==> src/rtl/alu_writeback.sv <==
// Execute-to-writeback stage: architectural C/N/Z flags plus an in-order register-write queue
// with hazard lookup. Optional decode bypass ports are enabled by defining WB_FORWARD_EN.
module alu_writeback #(
    parameter int DEPTH = 2,
    parameter int RA    = 2,
    parameter int DW    = 8
) (
    input  logic                       clk_i,
    input  logic                       rst_n_i,
    input  logic                       valid_i,
    output logic                       ready_o,
    input  logic [DW-1:0]              result_i,
    input  logic                       carry_i,
    input  logic                       neg_i,
    input  logic                       wr_en_i,
    input  logic                       flag_en_i,
    input  logic [RA-1:0]              dst_i,
    output logic                       rf_we_o,
    output logic [RA-1:0]              rf_waddr_o,
    output logic [DW-1:0]              rf_wdata_o,
    input  logic                       rf_ready_i,
    output logic                       carry_q_o,
    output logic                       neg_q_o,
    output logic                       zero_q_o,
    input  logic [RA-1:0]              hz_addr_i,
    output logic                       hz_hit_o,
`ifdef WB_FORWARD_EN
    output logic                       fwd_valid_o,
    output logic [DW-1:0]              fwd_data_o,
`endif
    output logic [$clog2(DEPTH):0]     pend_o
);

    localparam int PW = (DEPTH > 1) ? $clog2(DEPTH) : 1;
    localparam int CW = $clog2(DEPTH) + 1;

    function automatic logic is_zero(input logic [DW-1:0] value);
        return (value == {DW{1'b0}});
    endfunction

    logic [RA-1:0] addr_mem_r [DEPTH];
    logic [DW-1:0] data_mem_r [DEPTH];
    logic [PW-1:0] head_r;
    logic [PW-1:0] tail_r;
    logic [CW-1:0] count_r;
    logic [CW-1:0] count_nxt_s;
    logic          carry_r;
    logic          neg_r;
    logic          zero_r;
    logic          accept_s;
    logic          push_s;
    logic          pop_s;
    logic          hz_hit_s;
`ifdef WB_FORWARD_EN
    logic [DW-1:0] fwd_data_s;
`endif

    assign ready_o    = (count_r != CW'(DEPTH));
    assign rf_we_o    = (count_r != {CW{1'b0}});
    assign accept_s   = valid_i & ready_o;
    assign push_s     = accept_s & wr_en_i;
    assign pop_s      = rf_we_o & rf_ready_i;
    assign rf_waddr_o = addr_mem_r[head_r];
    assign rf_wdata_o = data_mem_r[head_r];
    assign carry_q_o  = carry_r;
    assign neg_q_o    = neg_r;
    assign zero_q_o   = zero_r;
    assign pend_o     = count_r;
    assign hz_hit_o   = hz_hit_s;
`ifdef WB_FORWARD_EN
    assign fwd_valid_o = hz_hit_s;
    assign fwd_data_o  = fwd_data_s;
`endif

    // Occupancy update from push/pop; simultaneous push and pop leaves it unchanged.
    always_comb begin
        count_nxt_s = count_r;
        if (push_s && !pop_s) begin
            count_nxt_s = count_r + CW'(1'b1);
        end else if (pop_s && !push_s) begin
            count_nxt_s = count_r - CW'(1'b1);
        end else begin
            count_nxt_s = count_r;
        end
    end

    // Hazard lookup walks from head (oldest) to tail so the last match is the youngest entry.
    always_comb begin
        hz_hit_s = 1'b0;
`ifdef WB_FORWARD_EN
        fwd_data_s = {DW{1'b0}};
`endif
        for (int k = 0; k < DEPTH; k++) begin
            if ((CW'(k) < count_r) && (addr_mem_r[head_r + PW'(k)] == hz_addr_i)) begin
                hz_hit_s = 1'b1;
`ifdef WB_FORWARD_EN
                fwd_data_s = data_mem_r[head_r + PW'(k)];
`endif
            end else begin
                hz_hit_s = hz_hit_s;
            end
        end
    end

    // Queue storage, pointers and occupancy.
    always_ff @(posedge clk_i or negedge rst_n_i) begin
        if (!rst_n_i) begin
            for (int i = 0; i < DEPTH; i++) begin
                addr_mem_r[i] <= {RA{1'b0}};
                data_mem_r[i] <= {DW{1'b0}};
            end
            head_r  <= {PW{1'b0}};
            tail_r  <= {PW{1'b0}};
            count_r <= {CW{1'b0}};
        end else begin
            if (push_s) begin
                addr_mem_r[tail_r] <= dst_i;
                data_mem_r[tail_r] <= result_i;
                tail_r             <= tail_r + PW'(1'b1);
            end
            if (pop_s) begin
                head_r <= head_r + PW'(1'b1);
            end
            count_r <= count_nxt_s;
        end
    end

    // Architectural flags, updated in program order by accepted flag-writing beats.
    always_ff @(posedge clk_i or negedge rst_n_i) begin
        if (!rst_n_i) begin
            carry_r <= 1'b0;
            neg_r   <= 1'b0;
            zero_r  <= 1'b1;
        end else if (accept_s && flag_en_i) begin
            carry_r <= carry_i;
            neg_r   <= neg_i;
            zero_r  <= is_zero(result_i);
        end
    end

endmodule

==> config.mk <==
export PLATFORM = sky130hd
export DESIGN_NAME = alu_writeback
export DESIGN_NICKNAME = d
export VERILOG_FILES = /design/src/rtl/alu_writeback.sv
export SDC_FILE = /design/constraint.sdc
export NUM_CORES = 1
export LEC_CHECK = 0
export ABC_CLOCK_PERIOD_IN_PS = 2650
export CORE_ASPECT_RATIO = 0.75
export CORE_MARGIN = 2
export CORE_UTILIZATION = 51
export CTS_CLUSTER_SIZE = 40
export DETAILED_ROUTE_END_ITERATION = 6
export PLACE_DENSITY = 0.88
export SLEW_MARGIN = 30
export SYNTH_ARGS = -nofsm -noshare
export SYNTH_HDL_FRONTEND = slang
export SYNTH_SLANG_ARGS = --single-unit
export TNS_END_PERCENT = 20
==> constraint.sdc <==
create_clock -name clk_i -period 2.65 [get_ports clk_i]
set_clock_uncertainty 0.05 [all_clocks]
set_input_delay 0.265 -clock clk_i [delete_from_list [all_inputs] [get_ports clk_i]]
set_output_delay 0.265 -clock clk_i [all_outputs]
set_load 0.005 [all_outputs]
### Sequential cells coloured by netlist name, run 1

Bar = 20 um. Other sequential cells in the stronger grey, the rest of the logic in the fainter grey.
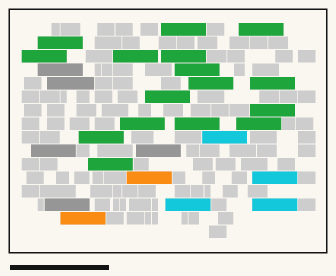
| colour | signal | flops |
|---|---|---|
| cyan | `addr_mem_r` | 4 |
| green | `data_mem_r` | 16 |
| orange | `pend_o` | 2 |
not coloured: 5

### M3 wires, run 1

Bar = 20 um.
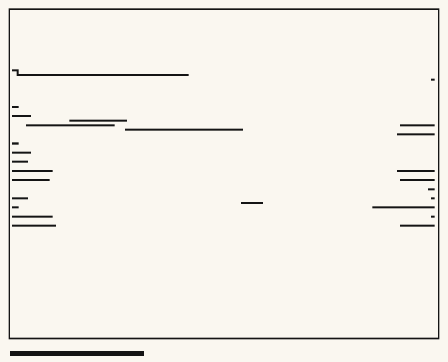
longest straight run: 25.3 um
share of all routed wire: 5.1%
main direction: horizontal

==> impl_metrics.py, run 1 <==
# Physical implementation metrics
metrics = {
    "run_status": {
        "status": "finished, final reports clean",
    },
    "sta": {
        "fin_ws_ns": 0.4082,
        "tightest_slew_ns": 0.5554,
        "rsz0062_at_grt": "false",
        "hold_viol_final": 0,
        "min_period_ns": 2.242,
        "tns_ns": 0,
        "maxSlewViolCount": 0,
        "finalSetupViolations": 0,
        "fmax_mhz": 446.1,
        "fin_crit_sh_pct": 84.60,
        "hold_ws_ns": 0.2264,
    },
    "place": {
        "gp_congestion": 0.7045,
        "dp_slack_ns": 0.7313,
        "dpl_cell_area_um2": 1780,
        "numPortBuffers": 37,
    },
    "detailed_routing": {
        "wl_um": 2690,
        "vias": 855,
        "drt_iter0_drc": 11,
        "wire_per_inst_um": 15.55,
        "drtAntennaViolNets": 0,
        "drt-vias-per-instance": 4.942,
    },
    "yosys": {
        "area_leaders": "dfrtp_1 48%, mux2_2 18%, mux2_4 11%",
        "top_area_cell": "dfrtp_1",
        "synth_flops": 27,
        "yosys_cells": 96,
        "netlist_area_um2": 1363,
        "edf_count": 0,
        "syn-num-nets": 120,
        "ff_type": "dfrtp_1",
        "synthTopCellsByCount": "26 x dfrtp_1, 22 x mux2_2, 10 x mux2_4, 7 x xnor2_1, 5 x nand2_1",
        "yosysUniqueCellTypes": 22,
        "most_common_cell": "dfrtp_1",
        "synthCells": 96,
    },
    "clock_tree": {
        "numCtsBuffers": 3,
        "cts_resized": 0,
        "cts.path.max_buffers": 2,
        "ctsHoldBuffers": 0,
        "htree_levels": 1,
        "cts.sinks": 27,
        "clock_latency_ns": 0.32,
        "cts_setup_buffers": 0,
        "root_buffer": "clkbuf_4",
        "path_clk_slew_ns": 0.16,
    },
    "critical_path": {
        "cp.depth": 4,
        "r2r_setup_slack_ns": 0.84,
        "slowest_delay_ns": 0.72,
        "critPathRequiredTime_ns": 2.34,
        "worstPathBufferInverterCount": 1,
        "r2r-end": "data_mem_r[11]",
        "crit_end": "hz_hit_o",
        "critPathTopFamily": "flip-flops",
        "rr_worst_depth": 5,
        "crit_type": "register to primary output",
        "end_kind": "primary output",
        "slowest_stage": "dfrtp_1",
        "worst_r2r_startpoint": "pend_o[0]",
        "crit_start": "head_r",
    },
    "pwr": {
        "power_frac_seq_pct": 39.5,
        "powerDensity_nw_per_um2": 1116,
        "power.group.top": "combinational logic",
        "p_int_w": 0.001393,
        "power_frac_comb_pct": 51.3,
        "seq-power_w": 0.000799,
        "total_power_w": 0.002020,
        "p_clk_share_pct": 9.2,
        "p_clk_w": 0.000186,
        "leakage_nw": 0.7848,
        "ir_worst_vdd_mv": 0.6231,
    },
    "die": {
        "die_h_um": 48.77,
        "fp_util_pct": 52.76,
        "io_pins": 38,
        "fp.dieW_um": 63.69,
        "rows": 16,
        "die_area_um2": 3106,
    },
    "finish": {
        "final_common_cell": "clkdlybuf4s50_1",
        "logic_area_um2": 659.4,
        "clkbuf_count": 3,
        "diodes": 0,
        "largest_class": "registers",
        "flop_area_um2": 676.9,
        "final_cell_mix": "37 x clkdlybuf4s50_1, 26 x dfrtp_1, 22 x mux2_2, 10 x mux2_4, 7 x xnor2_1",
        "fillers": 181,
        "clk_share_pct": 1.659,
        "drive_gt1_share_pct": 30.66,
        "area_delta_synth_final_pct": 32.87,
        "fin_nets": 162,
        "buffers": 38,
        "nMultiInputCombCells": 63,
        "buf_share_pct": 20.87,
        "inverters": 5,
        "sh_seq_area_pct": 37.39,
    },
    "global_route": {
        "first_global_vias": 959,
        "antenna_found_initial": 0,
        "grt_max_degree": 28,
        "track_usage_pct": 19.29,
    },
    "run": {
        "maxCapViolCount": 0,
        "warnings": 28,
    },
    "hold_path": {
        "worstHoldPathType": "primary input to asynchronous set/reset pin",
    },
}
### Cell outlines without signal wires, run 1

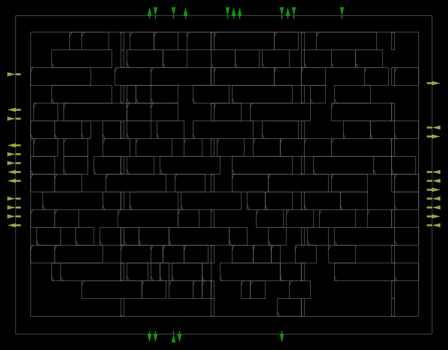
final non-filler cell total: 173
final core occ: 70.11%
core area: 2582 um^2
Flops: 27
tap cells: 36

### Cell classes on the final placement, run 1

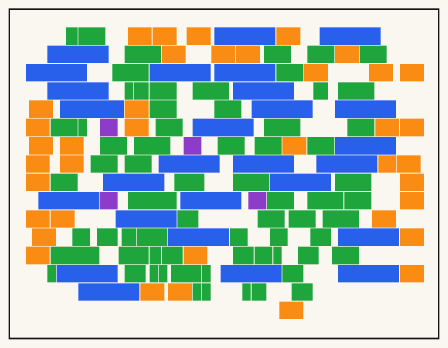
| colour | class | cells |
|---|---|---|
| purple | clock drivers and dummy loads | 4 |
| blue | flops | 27 |
| orange | other buffers and delay cells | 38 |
| green | combinational and other logic | 68 |

run 1: flip-flops by register name, indices dropped and copies added (netlist names):
| name | count |
|---|---|
| neg_q_o | 1 |
| carry_q_o | 1 |
| zero_q_o | 1 |
| data_mem_r | 16 |
| addr_mem_r | 4 |
| head_r | 1 |
| pend_o | 2 |
| tail_r | 1 |
run 1: layer usage:
| metal | vias up | share of wire, % | GRT usage [%] |
|---|---|---|---|
| met4 | 0 | 0.37 | 3.261 |
| met2 | 29 | 48 | 32.63 |
| met1 | 409 | 46 | 25.93 |
| met3 | 2 | 5.1 | 4.419 |
| li1 | 415 | - | - |
| met5 | - | 0 | 0 |
run 1: logic make-up after synthesis:
kind of cell	share of synthesized area (%)
buf+inv	1.928
flops	49.68
compound gates	1.836
simple gates	8.541
mux	29.20
fa+ha+maj	3.673
xor+xnor	5.143
==> run 2, diff against run 1 <==
--- a/config.mk
+++ b/config.mk
@@ -5,13 +5,13 @@
 export SDC_FILE = /design/constraint.sdc
 export NUM_CORES = 1
 export LEC_CHECK = 0
-export ABC_CLOCK_PERIOD_IN_PS = 2650
+export ABC_CLOCK_PERIOD_IN_PS = 1900
 export CORE_ASPECT_RATIO = 0.75
 export CORE_MARGIN = 2
-export CORE_UTILIZATION = 51
+export CORE_UTILIZATION = 42
 export CTS_CLUSTER_SIZE = 40
 export DETAILED_ROUTE_END_ITERATION = 6
-export PLACE_DENSITY = 0.88
+export PLACE_DENSITY = 0.78
 export SLEW_MARGIN = 30
 export SYNTH_ARGS = -nofsm -noshare
 export SYNTH_HDL_FRONTEND = slang
==> constraint.sdc (replaced) <==
create_clock -name clk_i -period 1.9 [get_ports clk_i]
set_clock_uncertainty 0.05 [all_clocks]
set_input_delay 0.19 -clock clk_i [delete_from_list [all_inputs] [get_ports clk_i]]
set_output_delay 0.19 -clock clk_i [all_outputs]
set_load 0.005 [all_outputs]
### Placement density heat map, run 2

7 x 5 tiles, from white (low) to dark blue (high), 0 to 100% covered.
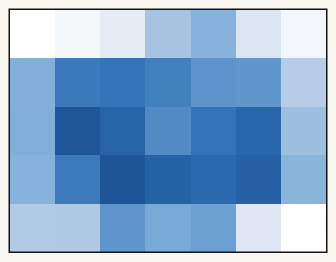
mean over tiles: 49%
fullest tile: 85%
densest ninth of the die: middle
tiles over 75% full: 20%
nearly empty tiles: 5.7%

==> impl_metrics.py, run 2 <==
# Physical implementation metrics
metrics = {
    "detailed_routing": {
        "routed.top_layer": "met3",
        "drt-vias-per-instance": 4.883,
        "wire_per_inst_um": 14.78,
        "wl_um": 2646,
        "drt_iter0_drc": 29,
        "drtAntennaViolNets": 0,
        "wl_met1_um": 1262,
        "drc": 0,
        "wl_met3_um": 159,
        "wl_met2_um": 1224,
        "vias": 874,
    },
    "pwr": {
        "power.group.top": "combinational logic",
        "p_clk_share_pct": 11.2,
        "p_clk_w": 0.000323,
        "p_int_w": 0.001998,
        "power_frac_seq_pct": 37.7,
        "seq-power_w": 0.00108,
        "powerDensity_nw_per_um2": 1541,
        "ir_worst_vdd_mv": 0.9622,
        "power_frac_comb_pct": 51.1,
        "leakage_nw": 0.8311,
    },
    "sta": {
        "fin_crit_sh_pct": 96.30,
        "fmax_mhz": 546.5,
        "min_period_ns": 1.830,
        "rsz0062_at_grt": "true",
        "hold_viol_final": 0,
        "finalSetupViolations": 0,
        "maxSlewViolCount": 0,
        "maxSlewHeadroom_pct": 76.51,
        "tightest_slew_ns": 0.3492,
    },
    "die": {
        "die_h_um": 53.33,
        "core-area_um2": 3020,
        "fp_util_pct": 45.11,
        "die_area_um2": 3720,
        "io_pins": 38,
        "rows": 17,
        "fp.dieW_um": 69.77,
    },
    "global_route": {
        "busiest_layer": "met2",
        "first_global_vias": 951,
        "antenna_found_initial": 0,
        "grt.met2_usage_pct": 27.94,
        "grtUsageMet1_pct": 20.45,
        "gr-usage-met3_pct": 4.571,
        "grt_pass1_wl_um": 4602,
        "grt_max_degree": 28,
        "track_usage_pct": 15.95,
    },
    "yosys": {
        "netlist_area_um2": 1363,
        "synthTopLogicFamily": "multiplexers",
        "yosysUniqueCellTypes": 22,
        "yosysChipArea_um2": 1363,
        "synthMuxAreaShare_pct": 29.20,
        "avgSynthCellArea_um2": 14.19,
        "edf_count": 0,
        "syn-num-nets": 120,
        "yosys_cells": 96,
        "most_common_cell": "dfrtp_1",
        "xor_share_pct": 5.142,
        "top_area_cell": "dfrtp_1",
        "synth_seq_share_pct": 49.68,
        "ff_type": "dfrtp_1",
        "synth_flops": 27,
        "synthTopCellsByCount": "26 x dfrtp_1, 22 x mux2_2, 10 x mux2_4, 7 x xnor2_1, 5 x nand2_1",
        "adder_share_pct": 3.673,
        "ys_sh_simple_pct": 8.540,
        "area_leaders": "dfrtp_1 48%, mux2_2 18%, mux2_4 11%",
        "synthCells": 96,
        "synthAoiAreaFrac_pct": 1.837,
    },
    "critical_path": {
        "r2r-end": "data_mem_r[14]",
        "cp_cell_sequence": "mux2_2 > clkdlybuf4s50_1",
        "slowest_delay_ns": 0.50,
        "critPathTopFamily": "flip-flops",
        "worstPathBufferInverterCount": 1,
        "rr_worst_depth": 5,
        "end_kind": "primary output",
        "crit_start": "head_r",
        "r2r_setup_slack_ns": 0.14,
        "slowest_stage": "dfrtp_2",
        "critPathRequiredTime_ns": 1.66,
        "worst_r2r_startpoint": "pend_o[1]",
        "cp_max_fo": 8,
        "crit_end": "rf_wdata_o[7]",
        "cp.depth": 2,
        "crit_type": "register to primary output",
        "startpoint_type": "register",
    },
    "clock_tree": {
        "cts.path.max_buffers": 2,
        "htree_levels": 1,
        "cts_tree": "done",
        "ctsHoldBuffers": 0,
        "cts.sinks": 27,
        "clock_latency_ns": 0.27,
        "cts_resized": 13,
        "path_clk_slew_ns": 0.09,
        "cts_setup_buffers": 2,
        "root_buffer": "clkbuf_8",
        "numCtsBuffers": 3,
    },
    "finish": {
        "diodes": 0,
        "design_area_um2": 1868,
        "final_common_cell": "clkdlybuf4s50_1",
        "fillers": 231,
        "largest_register_ffs": 16,
        "fin_nets": 166,
        "layout.cells.non_filler": 179,
        "final_util_pct": 61.85,
        "largest-register": "data_mem_r",
        "area_delta_synth_final_pct": 37.10,
        "final_cell_mix": "29 x clkdlybuf4s50_1, 25 x dfrtp_1, 22 x mux2_2, 10 x mux2_4, 8 x dlygate4sd2_1",
        "drive_gt1_share_pct": 36.17,
    },
    "hold_path": {
        "worstHoldPathType": "primary input to asynchronous set/reset pin",
    },
    "run": {
        "maxCapViolCount": 0,
        "warnings": 29,
    },
    "place": {
        "post-dp-hpwl_um": 2019,
        "placed_cells": 173,
        "numPortBuffers": 37,
        "gp_congestion": 0.7367,
        "dpl_cell_area_um2": 1798,
    },
    "run_status": {
        "status": "finished, final reports clean",
    },
}
-- run 2: stage by stage --
| stage | hold WS (ns) | total power (W) | setup TNS [ns] | worst slack [ns] |
|---|---|---|---|---|
| floorplan | -0.1556 | 0.001889 | 0 | 0.3021 |
| global placement | 0.4175 | 0.002552 | 0 | 0.1484 |
| detailed placement | 0.4229 | 0.002610 | 0 | 0.1041 |
| CTS | 0.2594 | 0.002905 | 0 | 0.04371 |
| global route | 0.2843 | 0.003090 | -0.006459 | -0.006459 |
| finish | 0.2363 | 0.002878 | 0 | 0.07034 |
-- run 2: area by class of cell --
cell class	instances	area, um^2	share of cell area (%)
clock buffer	3	41.29	2.210
clock inverter	1	5.005	0.2679
sequential	27	678.2	36.30
inverter	5	21.27	1.139
multi-input combinational	63	669.4	35.83
timing repair buffer	42	405.4	21.70
tap	38	47.55	2.545
==> run 3, diff against run 2 <==
--- a/config.mk
+++ b/config.mk
@@ -12,6 +12,7 @@
 export CTS_CLUSTER_SIZE = 40
 export DETAILED_ROUTE_END_ITERATION = 6
 export PLACE_DENSITY = 0.78
+export SKIP_LAST_GASP = 1
 export SLEW_MARGIN = 30
 export SYNTH_ARGS = -nofsm -noshare
 export SYNTH_HDL_FRONTEND = slang
### M3 wires, run 3

Bar = 20 um.
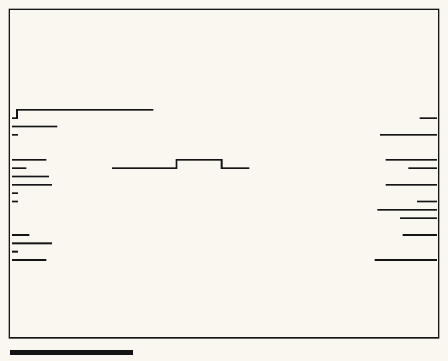
wire length on this layer: 158 um
longest straight run: 22.1 um
share of all routed wire: 5.9%
nets with wire on the layer: 24
main direction: horizontal

==> impl_metrics.py, run 3 <==
# Physical implementation metrics
metrics = {
    "run_status": {
        "status": "finished, final reports clean",
    },
    "clock_tree": {
        "ctsHoldBuffers": 0,
        "numCtsBuffers": 3,
        "cts_tree": "done",
        "clock_latency_ns": 0.27,
        "path_clk_slew_ns": 0.09,
        "htree_levels": 1,
        "cts.path.max_buffers": 2,
        "cts.sinks": 27,
    },
    "yosys": {
        "yosysUniqueCellTypes": 22,
        "synthCells": 96,
        "xor_share_pct": 5.142,
        "adder_share_pct": 3.673,
        "syn-num-nets": 120,
        "area_leaders": "dfrtp_1 48%, mux2_2 18%, mux2_4 11%",
        "synthAoiAreaFrac_pct": 1.837,
        "yosys_cells": 96,
        "netlist_area_um2": 1363,
        "yosysChipArea_um2": 1363,
        "synthTopLogicFamily": "multiplexers",
        "avgSynthCellArea_um2": 14.19,
        "ys_sh_simple_pct": 8.540,
        "synthMuxAreaShare_pct": 29.20,
        "synthTopCellsByCount": "26 x dfrtp_1, 22 x mux2_2, 10 x mux2_4, 7 x xnor2_1, 5 x nand2_1",
        "ff_type": "dfrtp_1",
    },
    "global_route": {
        "gr-usage-met3_pct": 4.571,
        "antenna_found_initial": 0,
        "grt_pass1_wl_um": 4643,
        "grtUsageMet1_pct": 20.80,
        "grt.met2_usage_pct": 28.10,
        "first_global_vias": 957,
    },
    "finish": {
        "nMultiInputCombCells": 63,
        "comb_share_pct": 35.11,
        "final_cell_mix": "35 x clkdlybuf4s50_1, 25 x dfrtp_1, 22 x mux2_2, 10 x mux2_4, 7 x xnor2_1",
        "design_area_um2": 1899,
        "buffers": 45,
        "drive_gt1_share_pct": 36.81,
        "area_delta_synth_final_pct": 39.39,
        "largest_register_ffs": 16,
        "inverters": 5,
        "fin_nets": 169,
        "clkbuf_count": 3,
        "largest-register": "data_mem_r",
        "final_util_pct": 62.88,
        "diodes": 0,
        "logic_area_um2": 666.9,
        "ff_count": 27,
    },
    "sta": {
        "hold_ws_ns": 0.2417,
        "finalSetupViolations": 0,
        "rsz0062_at_grt": "true",
        "tns_ns": 0,
        "fin_crit_sh_pct": 99.57,
        "min_period_ns": 1.892,
        "maxSlewViolCount": 0,
        "tightest_slew_ns": 0.3500,
        "maxSlewHeadroom_pct": 76.45,
        "fin_ws_ns": 0.008156,
    },
    "place": {
        "dpl_cell_area_um2": 1798,
        "gp_congestion": 0.7367,
        "numPortBuffers": 37,
        "placed_cells": 173,
    },
    "detailed_routing": {
        "wl_met1_um": 1262,
        "drt-vias-per-instance": 4.907,
        "drc": 0,
        "drtAntennaViolNets": 0,
        "routed.top_layer": "met3",
        "wl_met2_um": 1225,
    },
    "die": {
        "rows": 17,
        "fp_util_pct": 45.11,
        "core-area_um2": 3020,
        "tapCellCount": 38,
    },
    "pwr": {
        "p_int_w": 0.002109,
        "powerDensity_nw_per_um2": 1578,
        "seq-power_w": 0.00107,
        "power_frac_comb_pct": 53.6,
        "p_clk_w": 0.000320,
        "ir_worst_vdd_mv": 1.072,
        "power_frac_seq_pct": 35.7,
        "leakage_nw": 0.8451,
    },
    "critical_path": {
        "end_kind": "primary output",
        "cp_cell_sequence": "buf_6 > mux2_2 > clkdlybuf4s50_1",
        "rr_worst_depth": 5,
        "worst_r2r_startpoint": "pend_o[1]",
        "critPathRequiredTime_ns": 1.66,
        "slowest_delay_ns": 0.45,
        "startpoint_type": "register",
    },
    "hold_path": {
        "worstHoldPathType": "primary input to asynchronous set/reset pin",
    },
}
==> run 3: netlist changes by cell type in the layout (fill, tap and decap cells not counted), sizes merged <==
cell / change
clkdlybuf4s50: +6
dlymetal6s2s: +1
buf: +3
dlygate4sd2: -7
==> run 3: worst max-delay path by stage <==
stage              start              to  slack [ns]  cells after the start
2_1_floorplan  pend_o[0]   addr_mem_r[2]        0.30                      5
3_3_place_gp   pend_o[0]  data_mem_r[11]        0.15                      5
3_5_place_dp   pend_o[1]        hz_hit_o        0.10                      6
4_1_cts           head_r   rf_wdata_o[1]       -0.08                      3
5_1_grt           head_r   rf_wdata_o[0]       -0.03                      3
6_report          head_r   rf_wdata_o[1]       0.008                      3
==> run 3: what timing repair did <==
item | in CTS | in global routing
endpoints found under the setup margin | 8 | 9
setup buffers | 2 | 3
resized | 4 | 4
Power is estimated from default activity; no workload was simulated.
